### config.mk
export PLATFORM = sky130hd
export DESIGN_NAME = multi_mode_vco
export DESIGN_NICKNAME = d
export VERILOG_FILES = /design/src/rtl/vco_pkg.sv /design/src/rtl/edge_clock_divider.sv /design/src/rtl/multi_mode_vco.sv
export SDC_FILE = /design/constraint.sdc
export NUM_CORES = 1
export LEC_CHECK = 0
export CAP_MARGIN = 0
export CORE_ASPECT_RATIO = 0.8
export CORE_MARGIN = 2
export CORE_UTILIZATION = 45
export CTS_CLUSTER_DIAMETER = 80
export DETAILED_ROUTE_END_ITERATION = 7
export HOLD_SLACK_MARGIN = 0.15
export PLACE_DENSITY = 0.66
export SYNTH_ARGS = -nofsm -noshare
export SYNTH_HDL_FRONTEND = slang
export SYNTH_SLANG_ARGS = --single-unit
### constraint.sdc
create_clock -name clk -period 14.4 [get_ports clk]
set_input_delay 2.16 -clock clk [delete_from_list [all_inputs] [get_ports clk]]
set_output_delay 2.16 -clock clk [all_outputs]
set_load 0.05 [all_outputs]
### src/rtl/vco_pkg.sv
// -----------------------------------------------------------------------------
// vco_pkg
// Shared defaults for the multi-mode VCO slice.
//   VIN_W_DEF / GAIN_W_DEF / ACC_W_DEF / DIV_W_DEF : default parameter widths
//   fmax_of(acc_w) : largest phase increment allowed for an acc_w-bit
//                    accumulator (quarter turn, so at least 4 samples/period)
// -----------------------------------------------------------------------------
package vco_pkg;

  localparam int VIN_W_DEF  = 10;
  localparam int GAIN_W_DEF = 8;
  localparam int ACC_W_DEF  = 16;
  localparam int DIV_W_DEF  = 4;

  // Quarter of the accumulator range: 2^(acc_w-2).
  function automatic logic [31:0] fmax_of(input int acc_w);
    return 32'd1 << (acc_w - 2);
  endfunction

endpackage

### src/rtl/edge_clock_divider.sv
// -----------------------------------------------------------------------------
// edge_clock_divider
// Counts rise events and toggles a divided clock every (div_sel+1) rises.
// Ports:
//   clk, reset     : rising-edge clock, synchronous active-high reset
//   en             : advance enable; low holds count and divided clock
//   rise           : one rise event to be consumed at this edge
//   div_sel        : half-period of div_clk in rise events, minus 1
//   div_clk        : divided clock output (registered)
// -----------------------------------------------------------------------------
module edge_clock_divider
  import vco_pkg::*;
#(
  parameter int DIV_W = DIV_W_DEF
) (
  input  logic             clk,
  input  logic             reset,
  input  logic             en,
  input  logic             rise,
  input  logic [DIV_W-1:0] div_sel,
  output logic             div_clk
);

  logic [DIV_W-1:0] count;

  // Rise counter and toggle; ">=" so a div_sel lowered below the running
  // count still matches on the next rise instead of wrapping the counter.
  always_ff @(posedge clk) begin
    if (reset) begin
      count   <= '0;
      div_clk <= 1'b0;
    end else if (en && rise) begin
      if (count >= div_sel) begin
        count   <= '0;
        div_clk <= ~div_clk;
      end else begin
        count   <= count + DIV_W'(1);
      end
    end
  end

endmodule

### src/rtl/multi_mode_vco.sv
// -----------------------------------------------------------------------------
// multi_mode_vco
// Digital VCO: a phase accumulator whose increment is
//   clamp(offset + ((vin * gain) >> GAIN_W), FMAX)
// with a two-edge control pipeline (vin_q, then inc_q).
// Ports:
//   clk, reset            : rising-edge clock, synchronous active-high reset
//   en                    : advance enable; low freezes all state
//   input_voltage_real    : control voltage (unsigned)
//   gain                  : tuning gain, unsigned Q0.GAIN_W
//   offset                : free-running base increment
//   div_sel               : divided-clock half-period in rises, minus 1
//   output_clock_digital  : phase MSB
//   output_clock_divided  : divided clock
//   rise_pulse            : one cycle per 0->1 of output_clock_digital
//   sat                   : registered increment was clamped
//   phase                 : accumulator value
// -----------------------------------------------------------------------------
module multi_mode_vco
  import vco_pkg::*;
#(
  parameter int VIN_W  = VIN_W_DEF,
  parameter int GAIN_W = GAIN_W_DEF,
  parameter int ACC_W  = ACC_W_DEF,
  parameter int DIV_W  = DIV_W_DEF
) (
  input  logic              clk,
  input  logic              reset,
  input  logic              en,
  input  logic [VIN_W-1:0]  input_voltage_real,
  input  logic [GAIN_W-1:0] gain,
  input  logic [ACC_W-1:0]  offset,
  input  logic [DIV_W-1:0]  div_sel,
  output logic              output_clock_digital,
  output logic              output_clock_divided,
  output logic              rise_pulse,
  output logic              sat,
  output logic [ACC_W-1:0]  phase
);

  localparam int PROD_W = VIN_W + GAIN_W;
  localparam int RAW_W  = ACC_W + 1;
  localparam logic [RAW_W-1:0] FMAX = RAW_W'(fmax_of(ACC_W));

  logic [VIN_W-1:0]  vin_q;
  logic [ACC_W-1:0]  inc_q;
  logic              msb_d;
  logic              live;      // last edge was an active (en=1, no reset) edge
  logic [PROD_W-1:0] prod;
  logic [RAW_W-1:0]  raw;
  logic [RAW_W-1:0]  inc_next;
  logic              sat_next;
  logic              rise_evt;

  // Full-width product; one extra bit on the sum so the clamp sees true overflow.
  assign prod = PROD_W'(vin_q) * PROD_W'(gain);
  assign raw  = RAW_W'(offset) + RAW_W'(prod >> GAIN_W);

  // Clamp the raw increment to a quarter turn and flag saturation.
  always_comb begin
    inc_next = raw;
    sat_next = 1'b0;
    if (raw > FMAX) begin
      inc_next = FMAX;
      sat_next = 1'b1;
    end else begin
      inc_next = raw;
      sat_next = 1'b0;
    end
  end

  // Control pipeline, accumulator and MSB history; en=0 holds everything.
  always_ff @(posedge clk) begin
    if (reset) begin
      vin_q <= '0;
      inc_q <= '0;
      sat   <= 1'b0;
      phase <= '0;
      msb_d <= 1'b0;
      live  <= 1'b0;
    end else if (en) begin
      vin_q <= input_voltage_real;
      inc_q <= inc_next[ACC_W-1:0];
      sat   <= sat_next;
      phase <= phase + inc_q;
      msb_d <= phase[ACC_W-1];
      live  <= 1'b1;
    end else begin
      live  <= 1'b0;
    end
  end

  assign output_clock_digital = phase[ACC_W-1];

  // The MSB rose at the last active edge. The flag persists through a freeze,
  // so the divider consumes it on the first active edge afterwards, while
  // "live" keeps the visible pulse to a single cycle.
  assign rise_evt   = phase[ACC_W-1] & ~msb_d;
  assign rise_pulse = rise_evt & live;

  edge_clock_divider #(
    .DIV_W (DIV_W)
  ) u_div (
    .clk     (clk),
    .reset   (reset),
    .en      (en),
    .rise    (rise_evt),
    .div_sel (div_sel),
    .div_clk (output_clock_divided)
  );

endmodule

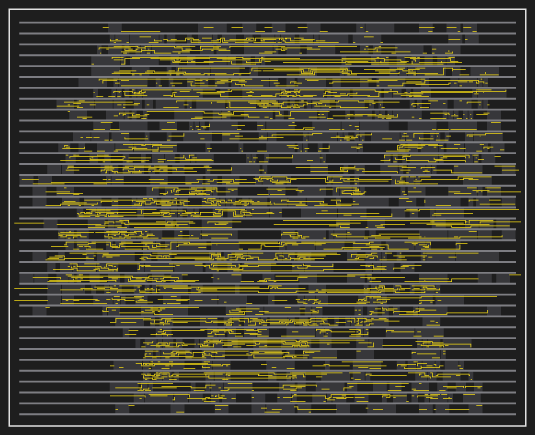
Fig. 1. M1 wires (run 1).
Drawn at 4 px/µm. Supply wires on this layer in gray. Cells faint in the background.
- share of all routed wire: 51%
- wire length on this layer: 6240 µm
- nets with wire on the layer: 783
- main direction: horizontal
- longest straight run: 45.5 µm

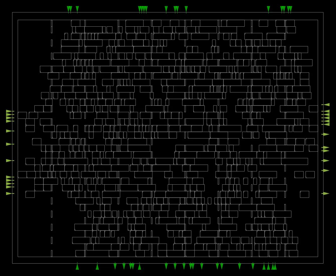
Fig. 2. Cell placement (run 1).
Tap Count: 152
sequential cells: 50
flop share of the area: 15.5%
Layout Utilization: 53.2%

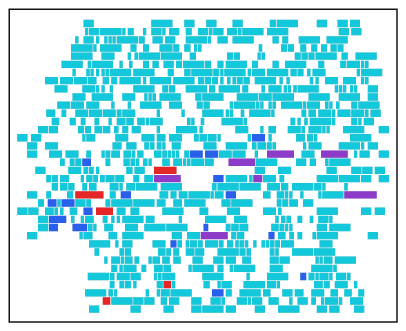
Fig. 3. Cell sizes after repair (run 1).
Drawn at 3 px/µm.
- cyan: drive 1 or less (cells 661)
- red: drive 3 to 4 (cells 5)
- purple: drive 6 and up (cells 7)
- blue: drive 2 (cells 18)

==> results.sh, run 1 <==
# yosys + openroad results
export IMPL_kind_of_cell_adding_the_most_delay_to_the_critical_path="adder cells"
export IMPL_setup_slack_ps=5490
export IMPL_postCtsResizedCells=0
export IMPL_status="completed"
export IMPL_floorplan_die_width_um=129
export IMPL_vdd_ir_drop_worst_mv=0.0640
export IMPL_max_clock_path_buffers=2
export IMPL_slew_headroom_pct=15.5
export IMPL_setup_worst_path_end="inc_q[0]"
export IMPL_post_route_min_period_ps=8910
export IMPL_worstSetupEndpointType="register"
export IMPL_timing_setup_tns_ps=0
export IMPL_syn_inst=638
export IMPL_drtPass1Iterations=5
export IMPL_yosys_stat_seqShare_pct=17.9
export IMPL_area_growth_syn_to_layout_pct=15.6
export IMPL_final_hold_viol_count=0
export IMPL_clockBufferCount=5
export IMPL_global_route_met3_utilization_pct=2.53
export IMPL_synth_cell_type_count=67
export IMPL_cts_root_buf="sky130_fd_sc_hd__clkbuf_16"
export IMPL_dp_cells=835
export IMPL_cp_cell_sequence="clkdlybuf4s50_1, and2_1, fa_1, fa_1, fa_1, inv_1, fa_1, inv_1, ha_1, a21o_1, nand2_1, o31ai_2, a21oi_1, o211ai_1, a31oi_1, xnor2_1, ha_1, a21oi_1, nand2_1, nand2_1, a211oi_2, mux2i_2, nor3_4, a22o_2"
export IMPL_critPathRequiredTime_ps=14630
export IMPL_grt_first_pass_wirelength_mm=20.8
export IMPL_gr_usage_all_layers_pct=19.0
export IMPL_layout_cells_most_common_list="sky130_fd_sc_hd__inv_1, sky130_fd_sc_hd__ha_1, sky130_fd_sc_hd__clkdlybuf4s50_1"
export IMPL_total_of_fill_cells_in_the_finished_design=1136
export IMPL_grtUsageMet1_pct=28.8
export IMPL_first_global_vias=4388
export IMPL_dr_total_vias=4475
export IMPL_clock_sinks=50
export IMPL_initial_core_util_pct=46.1
export IMPL_antenna_violation_net_count_after_detailed_routing=0
export IMPL_chip_area_mm2=0.0134
export IMPL_postSynthNetCount=793
export IMPL_design_power_total_uw=536
export IMPL_cts_post_setup_buffers_inserted=0
==> run 1: layer usage <==
layer	wire length, µm	vias up
li1	-	2253
met3	471	9
met4	87	0
met1	6240	2118
met5	0	-
met2	5400	95
==> run 1: registers in the layout (all words and copies together), names as in the netlist <==
register	count
inc_q	16
live	1
msb_d	1
phase	16
sat	1
u_div.count	4
u_div.div_clk	1
vin_q	10
==> run 1: kinds of logic after synthesis <==
group           count (synthesis)  share of synthesized area, %
flops                          50                          17.9
mux                            22                          4.02
compound gates                116                          15.3
xor+xnor                       28                          4.51
fa+ha+maj                     114                          32.0
simple gates                  208                          18.9
buf+inv                       100                          7.39
==> run 1: where the power goes <==
group          internal, mW  switching [mW]  leakage [nW]  total [mW]
logic                 0.102           0.142          2.60       0.244
registers             0.146         0.00932         0.407       0.155
clock network        0.0824          0.0547        0.0842       0.137
Fig. 4: run 1, nets reached from selected ports
Drawn at 3 px/µm.
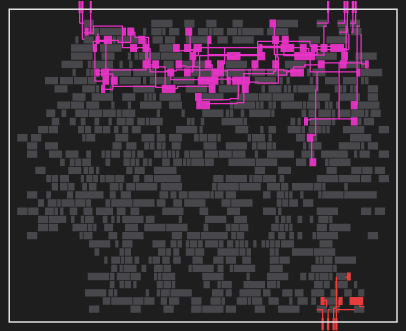

--- run 2 (diff from run 1) ---
--- a/config.mk
+++ b/config.mk
@@ -12,7 +12,7 @@
 export CTS_CLUSTER_DIAMETER = 80
 export DETAILED_ROUTE_END_ITERATION = 7
 export HOLD_SLACK_MARGIN = 0.15
-export PLACE_DENSITY = 0.66
+export PLACE_DENSITY = 0.68
 export SYNTH_ARGS = -nofsm -noshare
 export SYNTH_HDL_FRONTEND = slang
 export SYNTH_SLANG_ARGS = --single-unit
==> constraint.sdc (replaced) <==
create_clock -name clk -period 7.25 [get_ports clk]
set_input_delay 1.0875 -clock clk [delete_from_list [all_inputs] [get_ports clk]]
set_output_delay 1.0875 -clock clk [all_outputs]
set_load 0.05 [all_outputs]
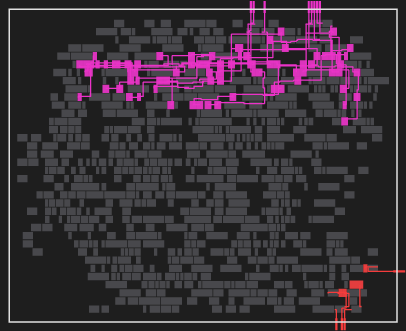
Fig. 5. Nets reached from selected ports (run 2).
Drawn at 3 px/µm.
- magenta: gain (bits 8; direction input; edge top; end cells 78; wire 943 µm)
- red: div_sel (bits 4; direction input; edge 3 bottom, 1 right; end cells 4; wire 57.3 µm)

==> run 2 against run 1 <==
  * Design area is 4.7% higher
  * Final cell count grew 3.9%
  * Setup slack worse by 5100 ps
  * Register-to-register slack got worse by 6600 ps
  * Sequential cell count is the same
  * Utilization up 2.5 points
  * Critical path type unchanged
  * Largest cell class unchanged
  * Largest power group unchanged
==> results.sh, run 2 <==
# yosys + openroad results
export IMPL_status="completed"
export IMPL_synth_cell_type_count=67
export IMPL_wl_met1_mm=6.31
export IMPL_post_synth_fa_ha_maj_area_fraction_pct=32.0
export IMPL_grt_first_pass_wirelength_mm=20.7
export IMPL_final_cells=876
export IMPL_crit_path_top_delay_cell="sky130_fd_sc_hd__fa_1"
export IMPL_power_switching_share_pct=37.3
export IMPL_clock_latency_ps=290
export IMPL_seq_cell_count=50
export IMPL_met2WireLength_mm=5.44
export IMPL_numPortBuffers=60
export IMPL_top_cells_by_area="sky130_fd_sc_hd__dfxtp_1, sky130_fd_sc_hd__fa_1, sky130_fd_sc_hd__ha_1"
export IMPL_ys_sh_xor_pct=4.51
export IMPL_antenna_violation_net_count_after_detailed_routing=0
export IMPL_vdd_ir_drop_worst_mv=0.122
export IMPL_critPathRequiredTime_ps=7420
export IMPL_floorplan_die_width_um=129
export IMPL_post_route_min_period_ps=6860
export IMPL_ys_sh_simple_pct=18.9
export IMPL_core_area_mm2=0.0122
export IMPL_final_hold_viol_count=0
export IMPL_grtUsageMet1_pct=29.1
export IMPL_cell_internal_power_uw=705
export IMPL_chip_area_mm2=0.0134
export IMPL_sh_seq_area_pct=14.8
export IMPL_final_worst_path_period_share_pct=94.6
export IMPL_yosys_stat_seqShare_pct=17.9
export IMPL_clockBufferCount=6
export IMPL_cts_post_setup_buffers_inserted=0
export IMPL_yosysMostFrequentCell="sky130_fd_sc_hd__inv_1"
export IMPL_power_frac_seq_pct=27.2
export IMPL_muxShareOfSynthArea_pct=4.02
export IMPL_insertedDiodeCount=0
export IMPL_design_power_total_mw=1.12
export IMPL_timing_setup_tns_ps=0
export IMPL_combinationalPowerShare_pct=47.7
export IMPL_dr_max_layer_used="met4"
export IMPL_fmax_mhz=146
export IMPL_global_route_met3_utilization_pct=1.91
export IMPL_first_global_vias=4383
export IMPL_wire_per_inst_um=14.0
export IMPL_timing_critical_path_slowest_cell_delay_ps=550
export IMPL_cp_cell_sequence="dlymetal6s2s_1, and2_1, fa_1, fa_1, fa_1, inv_1, fa_1, inv_1, ha_1, nand2_1, o31ai_4, a21oi_1, buf_4, o211ai_1, a21o_1, xor2_1, ha_2, buf_4, nor3b_1, a222oi_1, nand3_1, a211o_1, nor4_2, a21oi_1"
export IMPL_initial_core_util_pct=46.1
export IMPL_tap_cell_count=152
export IMPL_postCtsResizedCells=2
export IMPL_netSwitchingPower_uw=419
export IMPL_setup_slack_ps=390
export IMPL_slew_headroom_pct=20.0
export IMPL_layout_cells_most_common_list="sky130_fd_sc_hd__inv_1, sky130_fd_sc_hd__ha_1, sky130_fd_sc_hd__and2_1"
export IMPL_worstSetupEndpointType="register"
export IMPL_max_clock_path_buffers=2
export IMPL_clock_sinks=50
export IMPL_postSynthNetCount=793
export IMPL_clkPwrFrac_pct=25.1
export IMPL_dp_cells=866
export IMPL_cts_root_buf="sky130_fd_sc_hd__clkbuf_16"
export IMPL_reg_largest_list="inc_q: 16 flops, phase: 16 flops, vin_q: 10 flops"
export IMPL_layout_utilization_pct=55.8
export IMPL_dominant_cells="combinational gates"
export IMPL_dr_total_vias=4603
export IMPL_kind_of_cell_adding_the_most_delay_to_the_critical_path="adder cells"
export IMPL_drtPass1Iterations=4
export IMPL_area_growth_syn_to_layout_pct=21.0
export IMPL_syn_inst=638
export IMPL_wl_met3_um=470
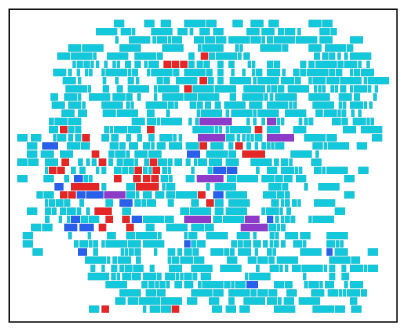
Fig. 6. Cell sizes after repair (run 2).
Drawn at 3 px/µm.
- blue: drive 2 (cells 19)
- purple: drive 6 and up (cells 9)
- cyan: drive 1 or less (cells 658)
- red: drive 3 to 4 (cells 38)

run 2: netlist changes by cell type in the layout (fill, tap and decap cells not counted), sizes merged:
cell           delta
dlymetal6s2s      +6
buf              +33
clkinv            -1
clkdlybuf4s50     -6
clkbuf            +1
run 2: power groups by stage:
stage | sequential [mW] | clock (mW) | combinational (mW)
2_1_floorplan | 0.322 | 0 | 0.355
3_3_place_gp | 0.312 | 0 | 0.514
3_5_place_dp | 0.312 | 0 | 0.528
4_1_cts | 0.306 | 0.288 | 0.532
5_1_grt | 0.308 | 0.298 | 0.598
6_report | 0.306 | 0.282 | 0.536
run 2: worst paths after layout:
kind         slack [ps]         to      start  cells after the start
max reg2reg         940        sat   vin_q[4]                     23
min reg2reg         490  inc_q[15]  inc_q[15]                      1
max                 390        sat    gain[3]                     24
min                 490  inc_q[15]  inc_q[15]                      1
Fig. 7: run 2, cell placement
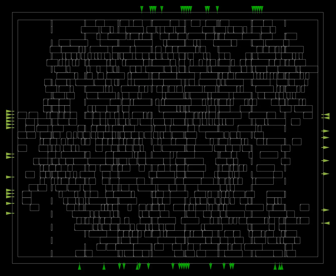

--- run 3 (diff from run 2) ---
--- a/config.mk
+++ b/config.mk
@@ -13,6 +13,7 @@
 export DETAILED_ROUTE_END_ITERATION = 7
 export HOLD_SLACK_MARGIN = 0.15
 export PLACE_DENSITY = 0.68
+export SLEW_MARGIN = 10
 export SYNTH_ARGS = -nofsm -noshare
 export SYNTH_HDL_FRONTEND = slang
 export SYNTH_SLANG_ARGS = --single-unit
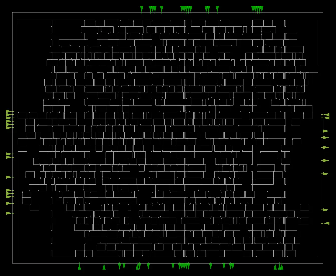
Fig. 8. Cell placement (run 3).
core region area: 0.0122 mm²
Layout Utilization: 55.8%
total of fill cells in the finished design: 1087
Non-Filler Instances: 876

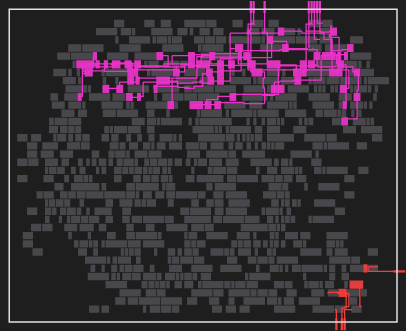
Fig. 9. Nets reached from selected ports (run 3).
Drawn at 3 px/µm.
- magenta: gain (bits 8; direction input; edge top; end cells 78; wire 945 µm)
- red: div_sel (bits 4; direction input; edge 3 bottom, 1 right; end cells 4; wire 57.3 µm)

==> run 3 against run 2 <==
  * Clock power is essentially flat
  * Count of clock-buffer cells in the layout is the same
  * Design area is essentially flat
==> results.sh, run 3 <==
# yosys + openroad results
export IMPL_fmax_mhz=146
export IMPL_clockBufferCount=6
export IMPL_status="completed"
export IMPL_worstSetupEndpointType="register"
export IMPL_critPathRequiredTime_ps=7420
export IMPL_power_switching_share_pct=37.3
export IMPL_setup_worst_path_end="sat"
export IMPL_path_depth=24
export IMPL_seq_cell_count=50
export IMPL_maxPowerGroup="combinational cells"
export IMPL_clock_sinks=50
export IMPL_vdd_ir_drop_worst_mv=0.122
export IMPL_r2r_end="sat"
export IMPL_reg_largest_list="inc_q: 16 flops, phase: 16 flops, vin_q: 10 flops"
export IMPL_dr_total_vias=4615
export IMPL_wire_per_inst_um=14.1
export IMPL_ys_sh_xor_pct=4.51
export IMPL_timing_critical_path_slowest_cell_delay_ps=550
export IMPL_chip_area_mm2=0.0134
export IMPL_yosys_stat_seqShare_pct=17.9
export IMPL_gr_usage_all_layers_pct=18.5
export IMPL_setup_slack_ps=393
export IMPL_floorplan_die_width_um=129
export IMPL_synth_compound_area_share_pct=15.3
export IMPL_crit_path_top_delay_cell="sky130_fd_sc_hd__fa_1"
export IMPL_critPathLaunch="gain[3]"
export IMPL_dominant_cells="combinational gates"
export IMPL_min_delay_start="inc_q[15]"
export IMPL_postSynthNetCount=793
export IMPL_numPortBuffers=60
export IMPL_muxShareOfSynthArea_pct=4.02
export IMPL_reg2reg_slack_ps=960
export IMPL_min_delay_worst_endpoint="inc_q[15]"
export IMPL_cell_internal_power_uw=705
export IMPL_netSwitchingPower_uw=420
export IMPL_p_clk_uw=282
export IMPL_cts_post_setup_buffers_inserted=0
export IMPL_kind_of_cell_adding_the_most_delay_to_the_critical_path="adder cells"
export IMPL_postCtsResizedCells=2
export IMPL_post_synth_fa_ha_maj_area_fraction_pct=32.0
export IMPL_post_route_min_period_ps=6860
export IMPL_antenna_violation_net_count_after_detailed_routing=0
export IMPL_power_frac_seq_pct=27.2
export IMPL_drtPass1Iterations=5
export IMPL_initial_core_util_pct=46.1
export IMPL_max_clock_path_buffers=2
export IMPL_slew_headroom_pct=49.5
export IMPL_top_cells_by_area="sky130_fd_sc_hd__dfxtp_1, sky130_fd_sc_hd__fa_1, sky130_fd_sc_hd__ha_1"
export IMPL_layout_cells_most_common_list="sky130_fd_sc_hd__inv_1, sky130_fd_sc_hd__ha_1, sky130_fd_sc_hd__and2_1"
export IMPL_dp_cells=866
export IMPL_sh_seq_area_pct=14.8
export IMPL_insertedDiodeCount=0
export IMPL_ys_sh_simple_pct=18.9
export IMPL_final_worst_path_period_share_pct=94.6
export IMPL_yosysMostFrequentCell="sky130_fd_sc_hd__inv_1"
export IMPL_cts_root_buf="sky130_fd_sc_hd__clkbuf_16"
export IMPL_hold_depth=1
export IMPL_syn_inst=638
export IMPL_top_logic_kind="adder cells"
## run 3: logic make-up (layout without fill, tap and decap cells)
kind of cell / Yosys count / after routing
simple gates: 208 / 208
compound gates: 116 / 116
fa+ha+maj: 114 / 114
buf+inv: 100 / 186
flops: 50 / 50
xor+xnor: 28 / 28
mux: 22 / 22
## run 3: metrics by stage
step                util [%]  hold WS (ps)  total power [mW]  setup TNS [ps]
CTS                     55.3           487              1.13               0
finish                  55.8           488              1.12               0
global placement        53.8           456             0.826            -695
detailed placement      53.8           467             0.840           -3840
floorplan                  -           424             0.677               0
global route            55.8           501              1.20               0
## run 3: per-layer routing
metal	routed length (µm)	global-route usage, %	up-vias
li1	-	-	2323
met1	6250	29.1	2204
met2	5460	27.9	83
met3	536	1.91	5
met4	68	2.64	0
met5	0	0	-
Power figures rest on the tool's default switching activity, not on a simulated workload.
